$ cat src/rtl/score_display_driver_pkg.sv
// Shared definitions for the score display driver: FSM states,
// special segment patterns and the active-high 0..9 glyph table.
package score_display_driver_pkg;

    typedef enum logic [1:0] {
        ST_IDLE    = 2'd0,
        ST_CONVERT = 2'd1,
        ST_UPDATE  = 2'd2
    } state_t;

    // Active-high segment patterns, bit0 = a .. bit6 = g
    localparam logic [6:0] SEG_DARK = 7'h00;
    localparam logic [6:0] SEG_DASH = 7'h40;

    // Glyph for a decimal digit; codes 10..15 never come out of the
    // converter, but map them to dark so a corrupted nibble stays invisible.
    function automatic logic [6:0] seg_digit(input logic [3:0] d);
        logic [6:0] p;
        case (d)
            4'd0:    p = 7'h3F;
            4'd1:    p = 7'h06;
            4'd2:    p = 7'h5B;
            4'd3:    p = 7'h4F;
            4'd4:    p = 7'h66;
            4'd5:    p = 7'h6D;
            4'd6:    p = 7'h7D;
            4'd7:    p = 7'h07;
            4'd8:    p = 7'h7F;
            4'd9:    p = 7'h6F;
            default: p = SEG_DARK;
        endcase
        return p;
    endfunction

    // 10^n for the small digit counts this block supports (n <= 6)
    function automatic int unsigned pow10(input int unsigned n);
        int unsigned r;
        r = 1;
        for (int i = 0; i < 6; i++) begin
            if (i < n) r = r * 10;
        end
        return r;
    endfunction

endpackage

$ cat src/rtl/score_display_driver_seg7_encode.sv
// Single-digit 7-segment encoder. Dash wins over dark so an overflowed
// score shows dashes even where a leading zero would have been blanked.
module seg7_encode
    import score_display_driver_pkg::*;
(
    input  logic [3:0] digit,
    input  logic       dark,
    input  logic       dash,
    output logic [6:0] pattern
);

    // Pick dash, dark or the glyph for the digit
    always_comb begin
        pattern = SEG_DARK;
        if (dash) begin
            pattern = SEG_DASH;
        end else if (!dark) begin
            pattern = seg_digit(digit);
        end
    end

endmodule

$ cat src/rtl/score_display_driver.sv
// Multi-digit score driver: accepts a binary score, converts it to BCD
// one bit per clock (shift-add-3), then registers per-digit segment
// patterns with leading-zero blanking, overflow dashes, blank and polarity.
module score_display_driver
    import score_display_driver_pkg::*;
#(
    parameter int DIGITS     = 4,
    parameter int BIN_W      = 14,
    parameter int ACTIVE_LOW = 1,
    parameter int LZ_BLANK   = 1
) (
    input  logic                  clk,
    input  logic                  rst_n,
    input  logic [BIN_W-1:0]      bin_value,
    input  logic                  load,
    output logic                  ready,
    output logic                  done,
    output logic                  overflow,
    input  logic                  blank,
    output logic [DIGITS*7-1:0]   seg
);

    // One guard nibble above the displayed digits keeps oversized values
    // from wrapping into the visible digits during conversion.
    localparam int BCD_W  = DIGITS * 4 + 4;
    localparam int NIBS   = BCD_W / 4;
    localparam int SEG_W  = DIGITS * 7;
    localparam int CNT_W  = (BIN_W > 1) ? $clog2(BIN_W) : 1;
    localparam int unsigned MAX_VAL = pow10(DIGITS) - 1;
    // XOR mask that applies output polarity; also the "all dark" pin value
    localparam logic [SEG_W-1:0] SEG_OFF = (ACTIVE_LOW != 0) ? {SEG_W{1'b1}} : {SEG_W{1'b0}};

    state_t             state;
    logic [BIN_W-1:0]   bin_sh;
    logic [BCD_W-1:0]   bcd;
    logic [CNT_W-1:0]   bit_cnt;
    logic [BCD_W-1:0]   bcd_adj;
    logic [BCD_W-1:0]   bcd_next;
    logic [BIN_W-1:0]   bin_next;
    logic [DIGITS-1:0]  digit_dark;
    logic               higher_zero;
    logic [SEG_W-1:0]   pattern_new;
    logic [SEG_W-1:0]   disp_pat;
    logic [SEG_W-1:0]   pattern_show;

    // One double-dabble step: add 3 to every nibble >= 5, then shift in the next bit
    always_comb begin
        bcd_adj = bcd;
        for (int n = 0; n < NIBS; n++) begin
            if (bcd[4*n +: 4] >= 4'd5) begin
                bcd_adj[4*n +: 4] = bcd[4*n +: 4] + 4'd3;
            end
        end
        bcd_next = {bcd_adj[BCD_W-2:0], bin_sh[BIN_W-1]};
        bin_next = {bin_sh[BIN_W-2:0], 1'b0};
    end

    // Leading-zero blanking: a digit above d0 is dark if it and everything above it is zero
    always_comb begin
        digit_dark  = '0;
        higher_zero = 1'b1;
        for (int d = DIGITS - 1; d >= 0; d--) begin
            if (bcd[4*d +: 4] != 4'd0) higher_zero = 1'b0;
            if ((LZ_BLANK != 0) && (d > 0) && higher_zero) digit_dark[d] = 1'b1;
        end
    end

    for (genvar d = 0; d < DIGITS; d++) begin : g_digit
        seg7_encode u_encode (
            .digit   (bcd[4*d +: 4]),
            .dark    (digit_dark[d]),
            .dash    (overflow),
            .pattern (pattern_new[7*d +: 7])
        );
    end

    // The freshly encoded pattern is shown on the same edge it is latched
    always_comb begin
        pattern_show = disp_pat;
        if (state == ST_UPDATE) pattern_show = pattern_new;
    end

    // Control FSM, converter registers and the polarity/blank output stage
    always_ff @(posedge clk) begin
        if (!rst_n) begin
            state    <= ST_IDLE;
            ready    <= 1'b1;
            done     <= 1'b0;
            overflow <= 1'b0;
            bin_sh   <= '0;
            bcd      <= '0;
            bit_cnt  <= '0;
            disp_pat <= '0;
            seg      <= SEG_OFF;
        end else begin
            done <= 1'b0;
            case (state)
                ST_IDLE: begin
                    if (load && ready) begin
                        bin_sh   <= bin_value;
                        bcd      <= '0;
                        bit_cnt  <= CNT_W'(BIN_W - 1);
                        overflow <= (32'(bin_value) > MAX_VAL);
                        ready    <= 1'b0;
                        state    <= ST_CONVERT;
                    end
                end
                ST_CONVERT: begin
                    bcd    <= bcd_next;
                    bin_sh <= bin_next;
                    if (bit_cnt == '0) begin
                        state <= ST_UPDATE;
                    end else begin
                        bit_cnt <= bit_cnt - 1'b1;
                    end
                end
                ST_UPDATE: begin
                    disp_pat <= pattern_new;
                    done     <= 1'b1;
                    ready    <= 1'b1;
                    state    <= ST_IDLE;
                end
                default: begin
                    state <= ST_IDLE;
                    ready <= 1'b1;
                end
            endcase
            seg <= blank ? SEG_OFF : (pattern_show ^ SEG_OFF);
        end
    end

endmodule

$ cat config.mk
export PLATFORM = sky130hd
export DESIGN_NAME = score_display_driver
export DESIGN_NICKNAME = d
export VERILOG_FILES = /design/src/rtl/score_display_driver_pkg.sv /design/src/rtl/score_display_driver_seg7_encode.sv /design/src/rtl/score_display_driver.sv
export SDC_FILE = /design/constraint.sdc
export NUM_CORES = 1
export LEC_CHECK = 0
export CORE_UTILIZATION = 30
export CTS_BUF_LIST = sky130_fd_sc_hd__clkbuf_4 sky130_fd_sc_hd__clkbuf_8
export CTS_CLUSTER_DIAMETER = 60
export DETAILED_ROUTE_END_ITERATION = 8
export GPL_ROUTABILITY_DRIVEN = 0
export PLACE_DENSITY_LB_ADDON = 0.15
export SLEW_MARGIN = 20
export SYNTH_ARGS = -nofsm -noshare
export SYNTH_HDL_FRONTEND = slang
export SYNTH_SLANG_ARGS = --single-unit
$ cat constraint.sdc
create_clock -name clk -period 4.9 [get_ports clk]
set_input_delay 1.225 -clock clk [delete_from_list [all_inputs] [get_ports clk]]
set_output_delay 1.225 -clock clk [all_outputs]
set_load 0.05 [all_outputs]
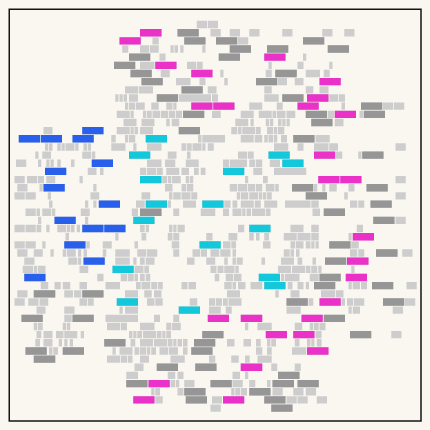
Fig. 1. Sequential cells grouped by signal name.
Drawn at 3 px/um.
legend:
  magenta:
    signal: disp_pat
    placed_flops: 28
  cyan:
    signal: bcd
    placed_flops: 16
    where: centre
  blue:
    signal: bin_sh
    placed_flops: 14
    where: west
not coloured: 65
power of the sequential group: 1.07 mW
post-layout util: 37.39%
sequential standard cell area: 0.002462 mm2

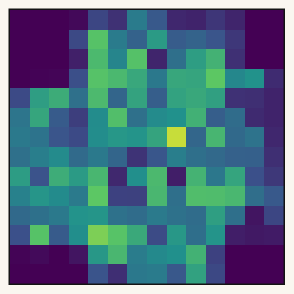
Fig. 2. Local utilization.
Drawn at 2 px/um. 14 x 14 tiles, from dark purple (low) to yellow (high), 0 to 100% covered.
mean over tiles: 34%
nearly empty tiles: 15%
emptiest ninth of the die: north-west
tiles over 75% full: 1.0%
fullest tile: 92%

==> summary.rpt <==
=====================================================================================================
Maximum buffer depth of the clock tree                                                              2
Total cell area reported by yosys after synthesis                                        0.005449 mm2
Proportion of register bits with asynchronous set or reset after synthesis                         0%
Starting DRT DRC Count                                                                            222
Total vias in the final route                                                                   4,334
Area share of xor/xnor cells in the synthesized design                                         1.125%
Kind of path behind the tightest hold check                                                   reg2reg
Time the final worst path needs with I/O delays and setup                                     3212 ps
Switching part of the total                                                                    24.69%
Total congestion overflow                                                                           0
Total Neg Setup Slack                                                                            0 ps
Gate power share                                                                                10.7%
Chip Footprint                                                                            0.01871 mm2
Worst path setup slack after routing                                                          1688 ps
Static leakage                                                                               2.494 nW
Count of endpoints failing hold in the final timing report                                          0
Antenna-violating nets left                                                                         0
Height of the die                                                                            136.8 um
Number of gates given a new drive strength after cts                                                0
Max H-tree Level                                                                                    4
Flip-flop and latch count after synthesis                                                         123
Vias in the first global route                                                                  4,202
Routed via count divided by cell count                                                          4.947
Latest clock arrival within the worst-skew pair                                                440 ps
Tot GR Track Use                                                                               14.38%
Post-synthesis share of cell area spent on full adders, half adders and majority gates         8.037%
Global-route wire length before repair                                                       20.69 mm
Max incr delay on CP                                                                           540 ps
Placed insts                                                                                      845
Number of hold buffers added after cts                                                              0
Result of the run                                                                        complete, no violations
Filler instances                                                                                1,775
Series of cell instances along the critical path                                         clkdlybuf4s50_1, nand3b_1, nand3_1, o21ai_0, inv_1, ha_1, inv_1, a21oi_1, a21oi_1, o21ai_0
Area after DPL                                                                           0.006118 mm2
Relative max-transition margin                                                                 35.61%
=====================================================================================================
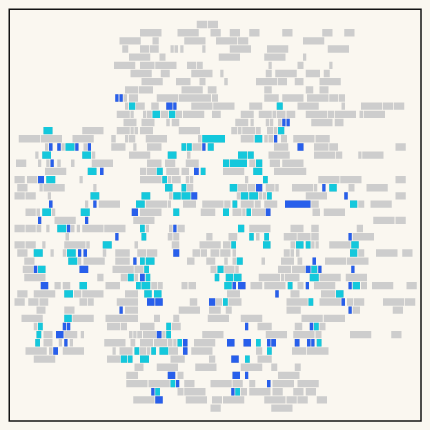
Fig. 3. Gate-type map.
Drawn at 3 px/um.
legend:
  cyan:
    family: inverting AOI/OAI gates
    cells: 108
    most_used: a21oi_1
  blue:
    family: NOR gates
    cells: 81
    most_used: nor2_1
dominant logic cell type in the layout: dfxtp_1
proportion of cell area occupied by multi-input gates: 41.73%
non-filler cells in the finished layout: 876

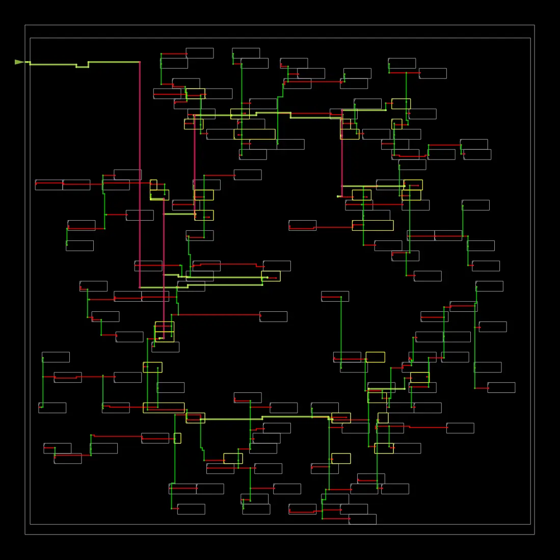
Fig. 4. The clock network.
number of sequential cells: 123
sink count of the clock tree: 123

cell usage in the layout (no fill, tap or decap), types with 3 or more instances in the layout:
cell and instances:
a21o_1 4, a22o_1 12, nand3_1 10, a31o_2 6, a211o_1 3, buf_4 8
xor2_1 3, inv_1 25, nand2b_1 17, or3b_2 3, o2111ai_1 3, o21ai_0 15
clkdlybuf4s50_1 48, nor2b_1 5, o32a_1 3, xnor2_1 4, nand2_1 69, a31oi_1 8
a311oi_1 14, nor2_1 50, bufinv_16 3, and2_1 25, nor3b_1 11, or3_1 10
a211oi_1 6, o21a_1 3, ha_1 35, o22ai_1 9, nand3b_1 4, dfxtp_1 123
nor3_1 10, clkbuf_8 23, a21oi_1 25, o211ai_1 7, a22oi_1 7
final cells by class:
type | count | area, um2 | area share [%]
multi-input cells | 415 | 2736 | 41.73
flip-flops and latches | 123 | 2462 | 37.55
repair buffers | 56 | 540.5 | 8.243
clock buffers | 25 | 331.6 | 5.056
inverters | 26 | 97.59 | 1.488
clock inverters | 6 | 107.6 | 1.641
well taps | 225 | 281.5 | 4.293
synth_stat cells (all sizes together) (4+ instances only):
cell type	n	area, um2
dfxtp	123	2462
nand2	69	259.0
nor2	52	197.7
ha	35	437.9
a21oi	27	142.6
and2	26	163.9
inv	26	97.59
clkbuf	23	86.33
nand2b	17	106.4
o21ai	15	75.07
a311oi	14	122.6
buf	13	71.32
a22o	12	105.1
nor3b	11	82.58
nand3	10	50.05
nor3	10	50.05
or3	10	62.56
a31oi	9	71.32
o22ai	9	56.30
a22oi	7	52.55
o211ai	7	52.55
a211oi	6	45.04
a31o	6	52.55
nor2b	6	37.54
a21o	4	30.03
nand3b	4	30.03
or3b	4	37.54
xnor2	4	35.03
power by group through the flow:
| stage | logic [mW] | registers, mW | clock network, mW |
|---|---|---|---|
| 3_3_place_gp | 0.245 | 1.09 | 0 |
| 2_1_floorplan | 0.161 | 1.10 | 0 |
| 3_5_place_dp | 0.249 | 1.09 | 0 |
| 6_report | 0.246 | 1.07 | 0.973 |
| 4_1_cts | 0.250 | 1.07 | 1.01 |
| 5_1_grt | 0.278 | 1.08 | 1.05 |
through the flow:
step / hold slack (ps) / utilization (%)
6_report: 473.1 / 37.39
5_1_grt: 497.4 / 37.39
4_1_cts: 479.1 / 37.39
3_3_place_gp: 460.3 / 34.89
2_1_floorplan: 439.2 / -
3_5_place_dp: 465.8 / 34.89
final timing paths:
kind,start,end,slack [ps],cells after the start
worst min-delay path,disp_pat[1],disp_pat[1],470,2
worst max-delay path,load,flip-flop,1690,10
worst max register to register,state[1],flip-flop,1790,9
worst min register to register,disp_pat[1],disp_pat[1],470,2
routing by layer:
metal | wire length, um | part of all wire [%] | vias to the layer above | track usage [%]
met3 | 512 | 4.1 | 24 | 4.148
met4 | 297 | 2.4 | 0 | 7.143
met1 | 5999 | 49 | 2013 | 17.99
met5 | 0 | 0 | - | 0
li1 | - | - | 2189 | -
met2 | 5549 | 45 | 108 | 22.50
critical path, delay by kind of cell:
family | cells | cell delay [ps]
compound gates | 4 | 800
fa+ha+maj | 1 | 250
buf+inv | 3 | 770
simple gates | 2 | 450
Power figures rest on the tool's default switching activity, not on a simulated workload.
